`src/rtl/ctrl_pkg.sv`:
```
// Shared encodings for the MIPS-subset controllers: FSM states, instruction
// types, datapath select codes and the per-type datapath select table.
package ctrl_pkg;

  typedef enum logic [2:0] {
    StFetch  = 3'd0,
    StDecode = 3'd1,
    StExec   = 3'd2,
    StDiv    = 3'd3,
    StMem    = 3'd4,
    StWb     = 3'd5
  } state_e;

  typedef enum logic [10:0] {
    TypeReserved = 11'h000,
    TypeLui      = 11'h001,
    TypeAddiu    = 11'h002,
    TypeLw       = 11'h003,
    TypeSw       = 11'h004,
    TypeBeq      = 11'h005,
    TypeJ        = 11'h006,
    TypeOri      = 11'h007,
    TypeDivu     = 11'h008,
    TypeAdd      = 11'h009,
    TypeSub      = 11'h00A,
    TypeAddu     = 11'h00B,
    TypeSrl      = 11'h00C,
    TypeSll      = 11'h00D
  } inst_type_e;

  // Primary opcodes (IR[31:26]) and R-type function codes (IR[5:0])
  localparam logic [5:0] OpRtype = 6'h00;
  localparam logic [5:0] OpJ     = 6'h02;
  localparam logic [5:0] OpBeq   = 6'h04;
  localparam logic [5:0] OpAddiu = 6'h09;
  localparam logic [5:0] OpOri   = 6'h0D;
  localparam logic [5:0] OpLui   = 6'h0F;
  localparam logic [5:0] OpLw    = 6'h23;
  localparam logic [5:0] OpSw    = 6'h2B;

  localparam logic [5:0] FnSll  = 6'h00;
  localparam logic [5:0] FnSrl  = 6'h02;
  localparam logic [5:0] FnDivu = 6'h1B;
  localparam logic [5:0] FnAdd  = 6'h20;
  localparam logic [5:0] FnAddu = 6'h21;
  localparam logic [5:0] FnSub  = 6'h22;

  localparam logic [3:0] AluDirect1 = 4'h0;
  localparam logic [3:0] AluAdd     = 4'h1;
  localparam logic [3:0] AluAddu    = 4'h2;
  localparam logic [3:0] AluSub     = 4'h3;
  localparam logic [3:0] AluOr      = 4'h4;
  localparam logic [3:0] AluSll     = 4'h5;
  localparam logic [3:0] AluSrl     = 4'h6;
  localparam logic [3:0] AluLui     = 4'h7;

  localparam logic [1:0] Alu1Rs = 2'd0;
  localparam logic [1:0] Alu1Rt = 2'd1;

  localparam logic [1:0] Alu2Rt    = 2'd0;
  localparam logic [1:0] Alu2Simm  = 2'd1;
  localparam logic [1:0] Alu2Zimm  = 2'd2;
  localparam logic [1:0] Alu2Shamt = 2'd3;

  localparam logic RegWaRt   = 1'b0;
  localparam logic RegWaRd   = 1'b1;
  localparam logic RegWdAlu  = 1'b0;
  localparam logic RegWdDmem = 1'b1;

  localparam logic [3:0] CbNojump = 4'h0;
  localparam logic [3:0] CbBeq    = 4'h1;
  localparam logic [3:0] CbJ      = 4'h2;

  typedef struct packed {
    logic [3:0] alu_op;
    logic [1:0] alu1_sel;
    logic [1:0] alu2_sel;
    logic       mwa_sel;
    logic       mwd_sel;
  } dp_sel_t;

  function automatic dp_sel_t dp_sel(inst_type_e t);
    dp_sel_t s;
    s = '{alu_op: AluDirect1, alu1_sel: Alu1Rs, alu2_sel: Alu2Rt,
          mwa_sel: RegWaRt, mwd_sel: RegWdAlu};
    case (t)
      TypeLui:   begin s.alu_op = AluLui;  s.alu2_sel = Alu2Zimm; end
      TypeAddiu: begin s.alu_op = AluAddu; s.alu2_sel = Alu2Simm; end
      TypeLw:    begin s.alu_op = AluAdd;  s.alu2_sel = Alu2Simm; s.mwd_sel = RegWdDmem; end
      TypeSw:    begin s.alu_op = AluAdd;  s.alu2_sel = Alu2Simm; end
      TypeBeq:   s.alu_op = AluSub;
      TypeOri:   begin s.alu_op = AluOr;   s.alu2_sel = Alu2Zimm; end
      TypeAdd:   begin s.alu_op = AluAdd;  s.mwa_sel = RegWaRd; end
      TypeSub:   begin s.alu_op = AluSub;  s.mwa_sel = RegWaRd; end
      TypeAddu:  begin s.alu_op = AluAddu; s.mwa_sel = RegWaRd; end
      TypeSrl: begin
        s.alu_op = AluSrl; s.alu1_sel = Alu1Rt; s.alu2_sel = Alu2Shamt; s.mwa_sel = RegWaRd;
      end
      TypeSll: begin
        s.alu_op = AluSll; s.alu1_sel = Alu1Rt; s.alu2_sel = Alu2Shamt; s.mwa_sel = RegWaRd;
      end
      default: ;
    endcase
    return s;
  endfunction

endpackage

```
`src/rtl/mc_ctrl_if.sv`:
```
// Handshake and datapath-select bundle between mc_ctrl and the datapath/memories.
interface mc_ctrl_if #(
  parameter int unsigned ALU_SEL_WIDTH = 4,
  parameter int unsigned CNT_WIDTH     = 32
);
  logic [5:0]               opcode;
  logic [5:0]               func;
  logic                     zero;
  logic                     imem_rdy;
  logic                     dmem_rdy;
  logic                     div_done;

  logic                     imem_re;
  logic                     ir_we;
  logic                     pc_we;
  logic [3:0]               cb;
  logic                     dmem_re;
  logic                     dmem_we;
  logic                     reg_we;
  logic                     mwa_sel;
  logic                     mwd_sel;
  logic [ALU_SEL_WIDTH-1:0] alu_sel;
  logic [1:0]               alu1_sel;
  logic [1:0]               alu2_sel;
  logic                     div_start;
  logic                     illegal;
  logic [CNT_WIDTH-1:0]     retired;
  logic [2:0]               state;

  modport master (
    input  opcode, func, zero, imem_rdy, dmem_rdy, div_done,
    output imem_re, ir_we, pc_we, cb, dmem_re, dmem_we, reg_we, mwa_sel, mwd_sel,
           alu_sel, alu1_sel, alu2_sel, div_start, illegal, retired, state
  );

  modport slave (
    output opcode, func, zero, imem_rdy, dmem_rdy, div_done,
    input  imem_re, ir_we, pc_we, cb, dmem_re, dmem_we, reg_we, mwa_sel, mwd_sel,
           alu_sel, alu1_sel, alu2_sel, div_start, illegal, retired, state
  );
endinterface

```
`src/rtl/inst_decode.sv`:
```
// Combinational opcode/func to instruction-type classifier; unknown encodings
// map to TypeReserved.
module inst_decode
  import ctrl_pkg::*;
(
  input  logic [5:0] opcode_i,
  input  logic [5:0] func_i,
  output inst_type_e inst_type_o
);

  always_comb begin
    inst_type_o = TypeReserved;
    case (opcode_i)
      OpRtype: begin
        case (func_i)
          FnSll:   inst_type_o = TypeSll;
          FnSrl:   inst_type_o = TypeSrl;
          FnDivu:  inst_type_o = TypeDivu;
          FnAdd:   inst_type_o = TypeAdd;
          FnAddu:  inst_type_o = TypeAddu;
          FnSub:   inst_type_o = TypeSub;
          default: inst_type_o = TypeReserved;
        endcase
      end
      OpJ:     inst_type_o = TypeJ;
      OpBeq:   inst_type_o = TypeBeq;
      OpAddiu: inst_type_o = TypeAddiu;
      OpOri:   inst_type_o = TypeOri;
      OpLui:   inst_type_o = TypeLui;
      OpLw:    inst_type_o = TypeLw;
      OpSw:    inst_type_o = TypeSw;
      default: inst_type_o = TypeReserved;
    endcase
  end

endmodule

```
`src/rtl/mc_ctrl.sv`:
```
// Multicycle control FSM: sequences FETCH/DECODE/EXEC/DIV/MEM/WB, handshakes
// with memories and the divider, counts retired instructions.
module mc_ctrl
  import ctrl_pkg::*;
#(
  parameter int unsigned ALU_SEL_WIDTH = 4,
  parameter int unsigned DIV_TIMEOUT   = 64,
  parameter int unsigned CNT_WIDTH     = 32
) (
  input  logic      clk,
  input  logic      rst,
  mc_ctrl_if.master bus
);

  localparam int unsigned TmoWidth = (DIV_TIMEOUT > 1) ? $clog2(DIV_TIMEOUT) : 1;

  state_e               state_q, state_d;
  inst_type_e           type_q, type_dec;
  logic [TmoWidth-1:0]  tmo_q, tmo_d;
  logic [CNT_WIDTH-1:0] retired_q;
  logic                 tmo_hit;
  logic                 retire;
  dp_sel_t              sel;

  logic       imem_re, ir_we, pc_we, dmem_re, dmem_we, reg_we;
  logic       mwa_sel, mwd_sel, div_start, illegal;
  logic [3:0] cb, alu_op;
  logic [1:0] alu1_sel, alu2_sel;

  inst_decode u_inst_decode (
    .opcode_i    (bus.opcode),
    .func_i      (bus.func),
    .inst_type_o (type_dec)
  );

  assign sel     = dp_sel(type_q);
  assign tmo_hit = (tmo_q == TmoWidth'(DIV_TIMEOUT - 1));

  always_ff @(posedge clk) begin
    if (rst) begin
      state_q   <= StFetch;
      type_q    <= TypeReserved;
      tmo_q     <= '0;
      retired_q <= '0;
    end else begin
      state_q <= state_d;
      tmo_q   <= tmo_d;
      if (state_q == StDecode) type_q <= type_dec;
      if (retire) retired_q <= retired_q + CNT_WIDTH'(1);
    end
  end

  always_comb begin
    state_d   = state_q;
    tmo_d     = tmo_q;
    retire    = 1'b0;
    imem_re   = 1'b0;
    ir_we     = 1'b0;
    pc_we     = 1'b0;
    cb        = CbNojump;
    dmem_re   = 1'b0;
    dmem_we   = 1'b0;
    reg_we    = 1'b0;
    mwa_sel   = 1'b0;
    mwd_sel   = 1'b0;
    alu_op    = AluDirect1;
    alu1_sel  = 2'd0;
    alu2_sel  = 2'd0;
    div_start = 1'b0;
    illegal   = 1'b0;

    unique case (state_q)
      StFetch: begin
        imem_re = 1'b1;
        if (bus.imem_rdy) begin
          ir_we   = 1'b1;
          state_d = StDecode;
        end
      end
      // Act on the live decode here; type_q only becomes valid after this cycle.
      StDecode: begin
        case (type_dec)
          TypeJ: begin
            cb      = CbJ;
            pc_we   = 1'b1;
            retire  = 1'b1;
            state_d = StFetch;
          end
          TypeDivu: begin
            div_start = 1'b1;
            tmo_d     = '0;
            state_d   = StDiv;
          end
          TypeReserved: begin
            illegal = 1'b1;
            pc_we   = 1'b1;
            state_d = StFetch;
          end
          default: state_d = StExec;
        endcase
      end
      StExec: begin
        alu_op   = sel.alu_op;
        alu1_sel = sel.alu1_sel;
        alu2_sel = sel.alu2_sel;
        case (type_q)
          TypeBeq: begin
            cb      = bus.zero ? CbBeq : CbNojump;
            pc_we   = 1'b1;
            retire  = 1'b1;
            state_d = StFetch;
          end
          TypeLw, TypeSw: state_d = StMem;
          TypeLui, TypeAddiu, TypeOri, TypeAdd, TypeSub, TypeAddu, TypeSrl, TypeSll:
            state_d = StWb;
          default: state_d = StFetch;
        endcase
      end
      // div_done wins over an expiring timeout in the same cycle.
      StDiv: begin
        tmo_d = tmo_q + 1'b1;
        if (bus.div_done) begin
          pc_we   = 1'b1;
          retire  = 1'b1;
          state_d = StFetch;
        end else if (tmo_hit) begin
          illegal = 1'b1;
          pc_we   = 1'b1;
          state_d = StFetch;
        end
      end
      StMem: begin
        alu_op   = sel.alu_op;
        alu1_sel = sel.alu1_sel;
        alu2_sel = sel.alu2_sel;
        if (type_q == TypeSw) begin
          dmem_we = 1'b1;
          if (bus.dmem_rdy) begin
            pc_we   = 1'b1;
            retire  = 1'b1;
            state_d = StFetch;
          end
        end else if (type_q == TypeLw) begin
          dmem_re = 1'b1;
          if (bus.dmem_rdy) state_d = StWb;
        end else begin
          state_d = StFetch;
        end
      end
      StWb: begin
        alu_op   = sel.alu_op;
        alu1_sel = sel.alu1_sel;
        alu2_sel = sel.alu2_sel;
        reg_we   = 1'b1;
        mwa_sel  = sel.mwa_sel;
        mwd_sel  = sel.mwd_sel;
        pc_we    = 1'b1;
        retire   = 1'b1;
        state_d  = StFetch;
      end
      default: state_d = StFetch;
    endcase

    if (rst) begin
      retire    = 1'b0;
      imem_re   = 1'b0;
      ir_we     = 1'b0;
      pc_we     = 1'b0;
      cb        = CbNojump;
      dmem_re   = 1'b0;
      dmem_we   = 1'b0;
      reg_we    = 1'b0;
      mwa_sel   = 1'b0;
      mwd_sel   = 1'b0;
      alu_op    = AluDirect1;
      alu1_sel  = 2'd0;
      alu2_sel  = 2'd0;
      div_start = 1'b0;
      illegal   = 1'b0;
    end
  end

  assign bus.imem_re   = imem_re;
  assign bus.ir_we     = ir_we;
  assign bus.pc_we     = pc_we;
  assign bus.cb        = cb;
  assign bus.dmem_re   = dmem_re;
  assign bus.dmem_we   = dmem_we;
  assign bus.reg_we    = reg_we;
  assign bus.mwa_sel   = mwa_sel;
  assign bus.mwd_sel   = mwd_sel;
  assign bus.alu_sel   = ALU_SEL_WIDTH'(alu_op);
  assign bus.alu1_sel  = alu1_sel;
  assign bus.alu2_sel  = alu2_sel;
  assign bus.div_start = div_start;
  assign bus.illegal   = illegal;
  assign bus.retired   = retired_q;
  assign bus.state     = state_q;

endmodule

```
`src/flat_wrapper.sv`:
```
// flat-port wrapper written by rule: the top's interface ports become plain ports
module mc_ctrl_flat import ctrl_pkg::*;
#(
  parameter int unsigned ALU_SEL_WIDTH = 4,
  parameter int unsigned DIV_TIMEOUT   = 64,
  parameter int unsigned CNT_WIDTH     = 32
)
  (clk, rst, bus_opcode, bus_func, bus_zero, bus_imem_rdy, bus_dmem_rdy, bus_div_done, bus_imem_re, bus_ir_we, bus_pc_we, bus_cb, bus_dmem_re, bus_dmem_we, bus_reg_we, bus_mwa_sel, bus_mwd_sel, bus_alu_sel, bus_alu1_sel, bus_alu2_sel, bus_div_start, bus_illegal, bus_retired, bus_state);
  mc_ctrl_if #(.ALU_SEL_WIDTH(ALU_SEL_WIDTH), .CNT_WIDTH(CNT_WIDTH)) bus_i ();
  input  logic clk;
  input  logic rst;
  input wire logic [$bits(bus_i.opcode)-1:0] bus_opcode;
  input wire logic [$bits(bus_i.func)-1:0] bus_func;
  input wire logic [$bits(bus_i.zero)-1:0] bus_zero;
  input wire logic [$bits(bus_i.imem_rdy)-1:0] bus_imem_rdy;
  input wire logic [$bits(bus_i.dmem_rdy)-1:0] bus_dmem_rdy;
  input wire logic [$bits(bus_i.div_done)-1:0] bus_div_done;
  output wire logic [$bits(bus_i.imem_re)-1:0] bus_imem_re;
  output wire logic [$bits(bus_i.ir_we)-1:0] bus_ir_we;
  output wire logic [$bits(bus_i.pc_we)-1:0] bus_pc_we;
  output wire logic [$bits(bus_i.cb)-1:0] bus_cb;
  output wire logic [$bits(bus_i.dmem_re)-1:0] bus_dmem_re;
  output wire logic [$bits(bus_i.dmem_we)-1:0] bus_dmem_we;
  output wire logic [$bits(bus_i.reg_we)-1:0] bus_reg_we;
  output wire logic [$bits(bus_i.mwa_sel)-1:0] bus_mwa_sel;
  output wire logic [$bits(bus_i.mwd_sel)-1:0] bus_mwd_sel;
  output wire logic [$bits(bus_i.alu_sel)-1:0] bus_alu_sel;
  output wire logic [$bits(bus_i.alu1_sel)-1:0] bus_alu1_sel;
  output wire logic [$bits(bus_i.alu2_sel)-1:0] bus_alu2_sel;
  output wire logic [$bits(bus_i.div_start)-1:0] bus_div_start;
  output wire logic [$bits(bus_i.illegal)-1:0] bus_illegal;
  output wire logic [$bits(bus_i.retired)-1:0] bus_retired;
  output wire logic [$bits(bus_i.state)-1:0] bus_state;
  assign bus_i.opcode = bus_opcode;
  assign bus_i.func = bus_func;
  assign bus_i.zero = bus_zero;
  assign bus_i.imem_rdy = bus_imem_rdy;
  assign bus_i.dmem_rdy = bus_dmem_rdy;
  assign bus_i.div_done = bus_div_done;
  assign bus_imem_re = bus_i.imem_re;
  assign bus_ir_we = bus_i.ir_we;
  assign bus_pc_we = bus_i.pc_we;
  assign bus_cb = bus_i.cb;
  assign bus_dmem_re = bus_i.dmem_re;
  assign bus_dmem_we = bus_i.dmem_we;
  assign bus_reg_we = bus_i.reg_we;
  assign bus_mwa_sel = bus_i.mwa_sel;
  assign bus_mwd_sel = bus_i.mwd_sel;
  assign bus_alu_sel = bus_i.alu_sel;
  assign bus_alu1_sel = bus_i.alu1_sel;
  assign bus_alu2_sel = bus_i.alu2_sel;
  assign bus_div_start = bus_i.div_start;
  assign bus_illegal = bus_i.illegal;
  assign bus_retired = bus_i.retired;
  assign bus_state = bus_i.state;
  mc_ctrl #(.ALU_SEL_WIDTH(ALU_SEL_WIDTH), .DIV_TIMEOUT(DIV_TIMEOUT), .CNT_WIDTH(CNT_WIDTH)) u_core (.clk(clk), .rst(rst), .bus(bus_i));
endmodule
```
`config.mk`:
```
export PLATFORM = sky130hd
export DESIGN_NAME = mc_ctrl_flat
export DESIGN_NICKNAME = d
export VERILOG_FILES = /design/src/rtl/ctrl_pkg.sv /design/src/rtl/mc_ctrl_if.sv /design/src/rtl/inst_decode.sv /design/src/rtl/mc_ctrl.sv /design/src/flat_wrapper.sv
export SDC_FILE = /design/constraint.sdc
export NUM_CORES = 1
export LEC_CHECK = 0
export CAP_MARGIN = 20
export CORE_MARGIN = 1.5
export CORE_UTILIZATION = 54
export DETAILED_ROUTE_END_ITERATION = 7
export GPL_TIMING_DRIVEN = 0
export HOLD_SLACK_MARGIN = 0.03
export PLACE_DENSITY = 0.86
export SYNTH_ARGS = -nofsm -noshare
export SYNTH_HDL_FRONTEND = slang
export SYNTH_SLANG_ARGS = --single-unit
```
`constraint.sdc`:
```
create_clock -name clk -period 6.54 [get_ports clk]
set_input_delay 1.962 -clock clk [delete_from_list [all_inputs] [get_ports clk]]
set_output_delay 1.962 -clock clk [all_outputs]
set_load 0.03 [all_outputs]
```
Run 1, clock distribution:
Scale bar: 20 um.
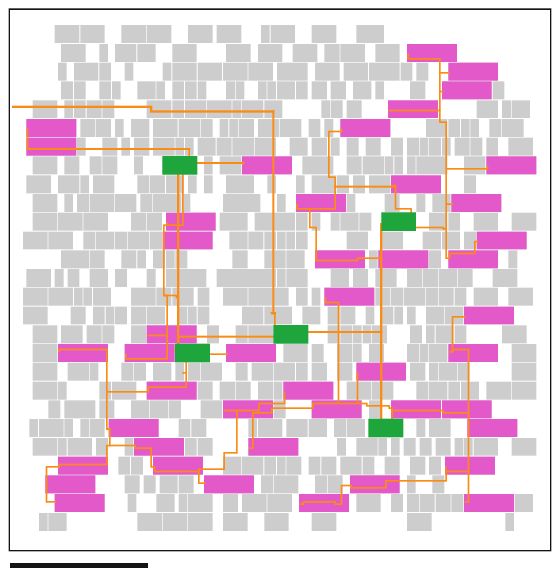
Key: orange = clock wires [length 607 um]; green = cells driving clock nets [count 5]; magenta = flip-flops [count 45]
There are 6 routed clock nets.
clock latency on the worst-skew pair: 0.31 ns
Clock net power: 174 uW
Max Clock Skew: 0.00832 ns
clock share of power: 31.6%

Run 1, congestion heat map:
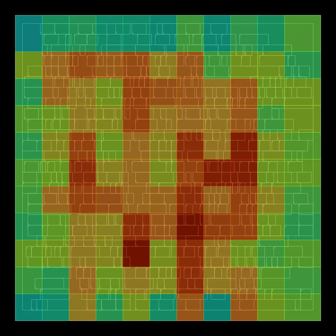
Total GRT Usage: 28.8%
met2 Use GR: 47.5%

==> run notes, run 1 <==
Physical implementation status

The total number of nets in the final design stands at ~500. Pin placement for this block handled ~75 I/O pins. After detailed routing, the met2 layer carries 4.13 mm of wire. The net switching power in the latest report is around 160 uW.

The number of antenna violations at the first check in global routing was 0. The tree is rooted in a sky130_fd_sc_hd__clkbuf_8. Checking hold timing, the worst path is listed with class reg2reg. The maximum level of the CTS H-tree stands at 2.

In this design, the largest share of critical-path delay is due to buffers and inverters. Setup slack on the critical path of the routed design comes to approximately 0.26 ns. The distinct cell type count after synthesis stands at ~65. The worst setup path is launched from an input pin.

In the synthesis report, Yosys lists the chip area as 0.00306 mm2. STA lists the startpoint of the worst register-to-register path as u_core.bus.state[1]. Signal routing reaches up to met4. Per the placement log, port buffering inserted slightly below 70 buffers. The placement row count stands at 27. The multiplexer share of the synthesized area stands at under 10%. The maximum clock rate stands at roughly 160 MHz. The CTS sink count stands at around 45. Among all stages on the critical path, the largest delay is contributed by sky130_fd_sc_hd__clkdlybuf4s50_1.

The maximum root-to-sink buffer count stands at 2. Yosys instantiated no cell more often than sky130_fd_sc_hd__dfxtp_1. The flip-flop and latch count stands at ~45.

The total standard cell area after synthesis stands at 0.00306 mm2. Per the OpenROAD floorplan log, the area of the die is about 0.0061 mm2. The share of the yosys chip area belonging to registers stands at about 29%. The core utilization before placement stands at about 56%. The share of cells above drive strength 1 stands at between 7 and 8%.

Non-clock inverters in the final layout number 11. Measured on the final layout, the clock distribution area share stands at under 10%. For reference, the critical path is launched at bus_opcode[3]. Max-slew check failures listed in the final report amount to 0.

The flow ran to the end, and the final reports show no timing, DRC or antenna violations. The number of nets with antenna violations after routing stands at 0. The number of global-route vias before repair was 3,025. The synthesized netlist devotes 1.63% of its cell area to adder and majority cells. The number of clock buffers in the layout stands at 6. Looking at hold timing, the worst path starts from u_core.bus.retired[31]. For reference, the top cells by count after synthesis are 45 x sky130_fd_sc_hd__dfxtp_1, 35 x sky130_fd_sc_hd__a21oi_1, 29 x sky130_fd_sc_hd__nand2_1. The transition time at the pin with the least slew margin stands at 0.845 ns. Data on the critical path arrives at its endpoint at 4.32 ns. In this run switching power makes up between 20% and 30% of total power. The register with the most flip-flops in the layout has 32 of them.

The post-synthesis cell count stands at between 400 and 500. By area, the class that comes first in the final layout consists of multi-input combinational cells. The wire length on met3 stands at between 600 and 700 um. In the setup report, the worst path falls into the class in2out. The multi-input gate count stands at between 300 and 400.

The final-layout fill cell count stands at 491. After detailed routing, the number of remaining DRC violations is 0. Hold repair after CTS inserted 0 buffers.
Run 1, signal wires on met4:
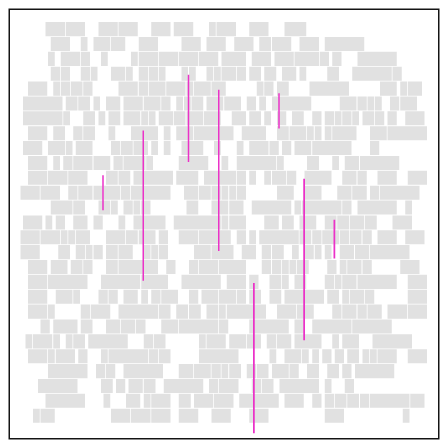
The layer carries 148 um of wire. 7 nets have wire on it. The longest straight run is 29.2 um.
total length of routed wires: 8.82 mm
total via count in the routed design: 3,510

==> run 2: changes to the inputs <==
--- a/config.mk
+++ b/config.mk
@@ -7,11 +7,13 @@
 export LEC_CHECK = 0
 export CAP_MARGIN = 20
 export CORE_MARGIN = 1.5
-export CORE_UTILIZATION = 54
+export CORE_UTILIZATION = 55
 export DETAILED_ROUTE_END_ITERATION = 7
 export GPL_TIMING_DRIVEN = 0
 export HOLD_SLACK_MARGIN = 0.03
 export PLACE_DENSITY = 0.86
+export SLEW_MARGIN = 30
 export SYNTH_ARGS = -nofsm -noshare
 export SYNTH_HDL_FRONTEND = slang
+export SYNTH_HIERARCHICAL = 1
 export SYNTH_SLANG_ARGS = --single-unit
==> run 2 against run 1 <==
Count of clock-buffer cells in the layout increased by 1. Largest cell class unchanged. Core utilization up 0.51 points. Sequential power grew 17%. Non-clock buffer count up 6. Largest power group unchanged. Sequential cell count rose by 7. Highest routed layer unchanged. Sequential share of layout area is 1.7 points higher. Synthesized cell count rose by 8.7%. Critical endpoint unchanged.
==> run notes, run 2 <==
Physical implementation status

For the final routed database, the setup TNS stands at 0 ns. The number of cells in the yosys synthesis report stands at 436. Before any placement, the netlist area is recorded as 0.00331 mm2. The arrival time reported for the critical path endpoint stands at about 4.4 ns. The switching part of the total power stands at ~28%. Across the routed clock network, the largest skew measured is about 0.011 ns. The worst path needs 6.40 ns of the cycle, external delays included. In the global route stage, overall resource usage came out at between 20 and 30%. The number of design-rule violations left by the first detailed-router iteration stands at between 200 and 250. During I/O placement, the number of pins put on the boundary was between 70 and 80. The power report puts the net switching power at 177 uW. For this run the top cell type by instance count after synthesis was sky130_fd_sc_hd__nand2_1.

Among all cell classes, the greatest summed area belongs to multi-input combinational cells. CTS placed an instance of sky130_fd_sc_hd__clkbuf_8 at the clock tree root. The flip-flop and latch count stands at between 50 and 60. The run finished with clean final reports. In this run the most used layer during global routing was met2. The worst hold path belongs to the class reg2reg. Across the whole layout, multi-input logic makes up around 50% of the cell area. The insertion delay of the later-clocked pin in the worst-skew pair stands at 0.31 ns. The distinct cell type count after synthesis stands at around 64. The clock group total power stands at about 190 uW.

Routed signal wires occupy layers up through met4. The total DRC errors in the routed layout stands at 0. The number of hold buffers added after CTS stands at 0. The maximum clock rate stands at 156 MHz.

The detailed router reported a total wirelength of 9.25 mm. In the synthesized netlist, mux cells make up less than 1% of the area. The clock network area share stands at about 2.2%. The startpoint identified for the worst hold timing path is u_core/type_q[6]. The number of antenna violations at the first check in global routing was 0. The number of global-route vias before repair stands at 3,283. As logged by OpenROAD, the buffers inserted on ports number slightly below 70. In the setup report, the worst path falls into the class in2out. The final timing report gives a worst setup slack of around 0.14 ns. The wire length on met3 stands at 584 um. The met2 wire length stands at between 4 and 5 mm.

The worst setup path is launched from an input pin. The post-synthesis cell count stands at between 400 and 500. The clock net in this run drives a total of ~52 sinks. For the worst reg-to-reg path, the startpoint reported by OpenROAD is u_core/bus.state[2]. The core utilization before placement stands at approximately 57%. The maximum level of the CTS H-tree stands at 2. The adder and majority cell fraction of the synthesized area stands at ~1.1%. The global routing usage on met2 stands at a little over 50%. Max-slew check failures listed in the final report amount to 0. Per the final layout report, the fraction of cells sized above drive strength 1 comes to about 8.2%. The multi-input gate count stands at between 300 and 400.

The pin closest to its max-slew limit shows a slew of ~0.82 ns. The share of the yosys chip area belonging to registers stands at between 30% and 40%. The timing report attributes the biggest portion of critical-path delay to simple AND/OR/NAND/NOR gates. The flip-flop count of the largest register after layout stands at 32. Counting the fill cells in the layout gives 480. The final layout contains about 540 nets. The relative contribution of the clock network to total power stands at a little under a third. The detail route stage leaves a number of antenna-violating nets equal to 0. In the final layout, the clock buffer count is 7.

The die outline area stands at 0.00649 mm2. After floorplanning, the core was sized to cover 0.00585 mm2. The count of vias placed by the detailed router stands at roughly 3,700. The setup slack of the worst register-to-register path stands at between 3 and 4 ns. Leaving out fill and tap cells, the most frequent cell in the layout is sky130_fd_sc_hd__clkdlybuf4s50_1.

The maximum root-to-sink buffer count stands at 2. At the end of routability-driven placement, the weighted congestion stood at just over 0.9. The number of inverters outside the clock class in the layout stands at 9. In this run the core area contains 28 standard-cell rows.

The largest net degree at the start of global routing stands at 16. After detailed placement, the design holds a cell count of 589. The critical path starts at bus_func[0].

Looking at the critical path, the single cell with the biggest stage delay is sky130_fd_sc_hd__clkdlybuf4s50_1. Yosys reports that the most numerous cell types are 54 x sky130_fd_sc_hd__nand2_1, 52 x sky130_fd_sc_hd__a21oi_1, 52 x sky130_fd_sc_hd__dfxtp_1. The share of the synthesized area in the top cell type stands at a little under a third.
Run 2, where the registers sit:
Other cells in gray.
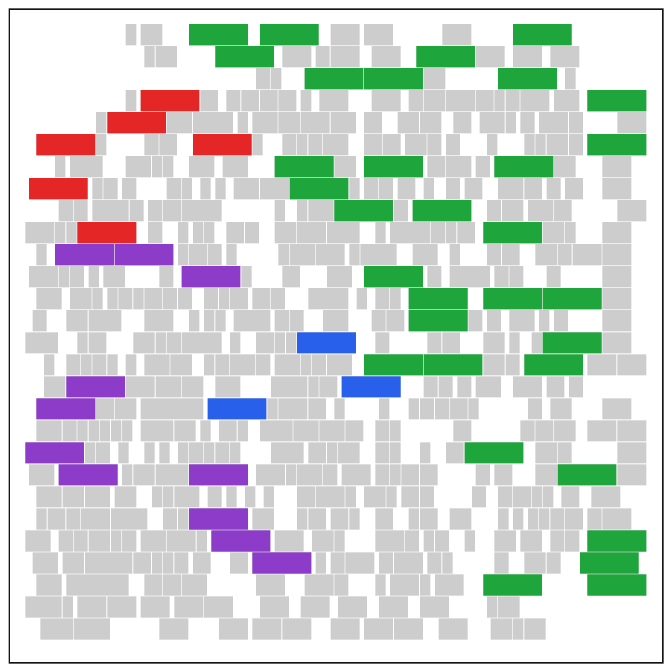
Key: red = u_core/tmo_q [flops 6, where upper left]; purple = u_core/type_q [flops 11]; blue = u_core/bus.state [flops 3]; green = u_core/bus.retired [flops 32]

Power figures rest on the tool's default switching activity, not on a simulated workload.
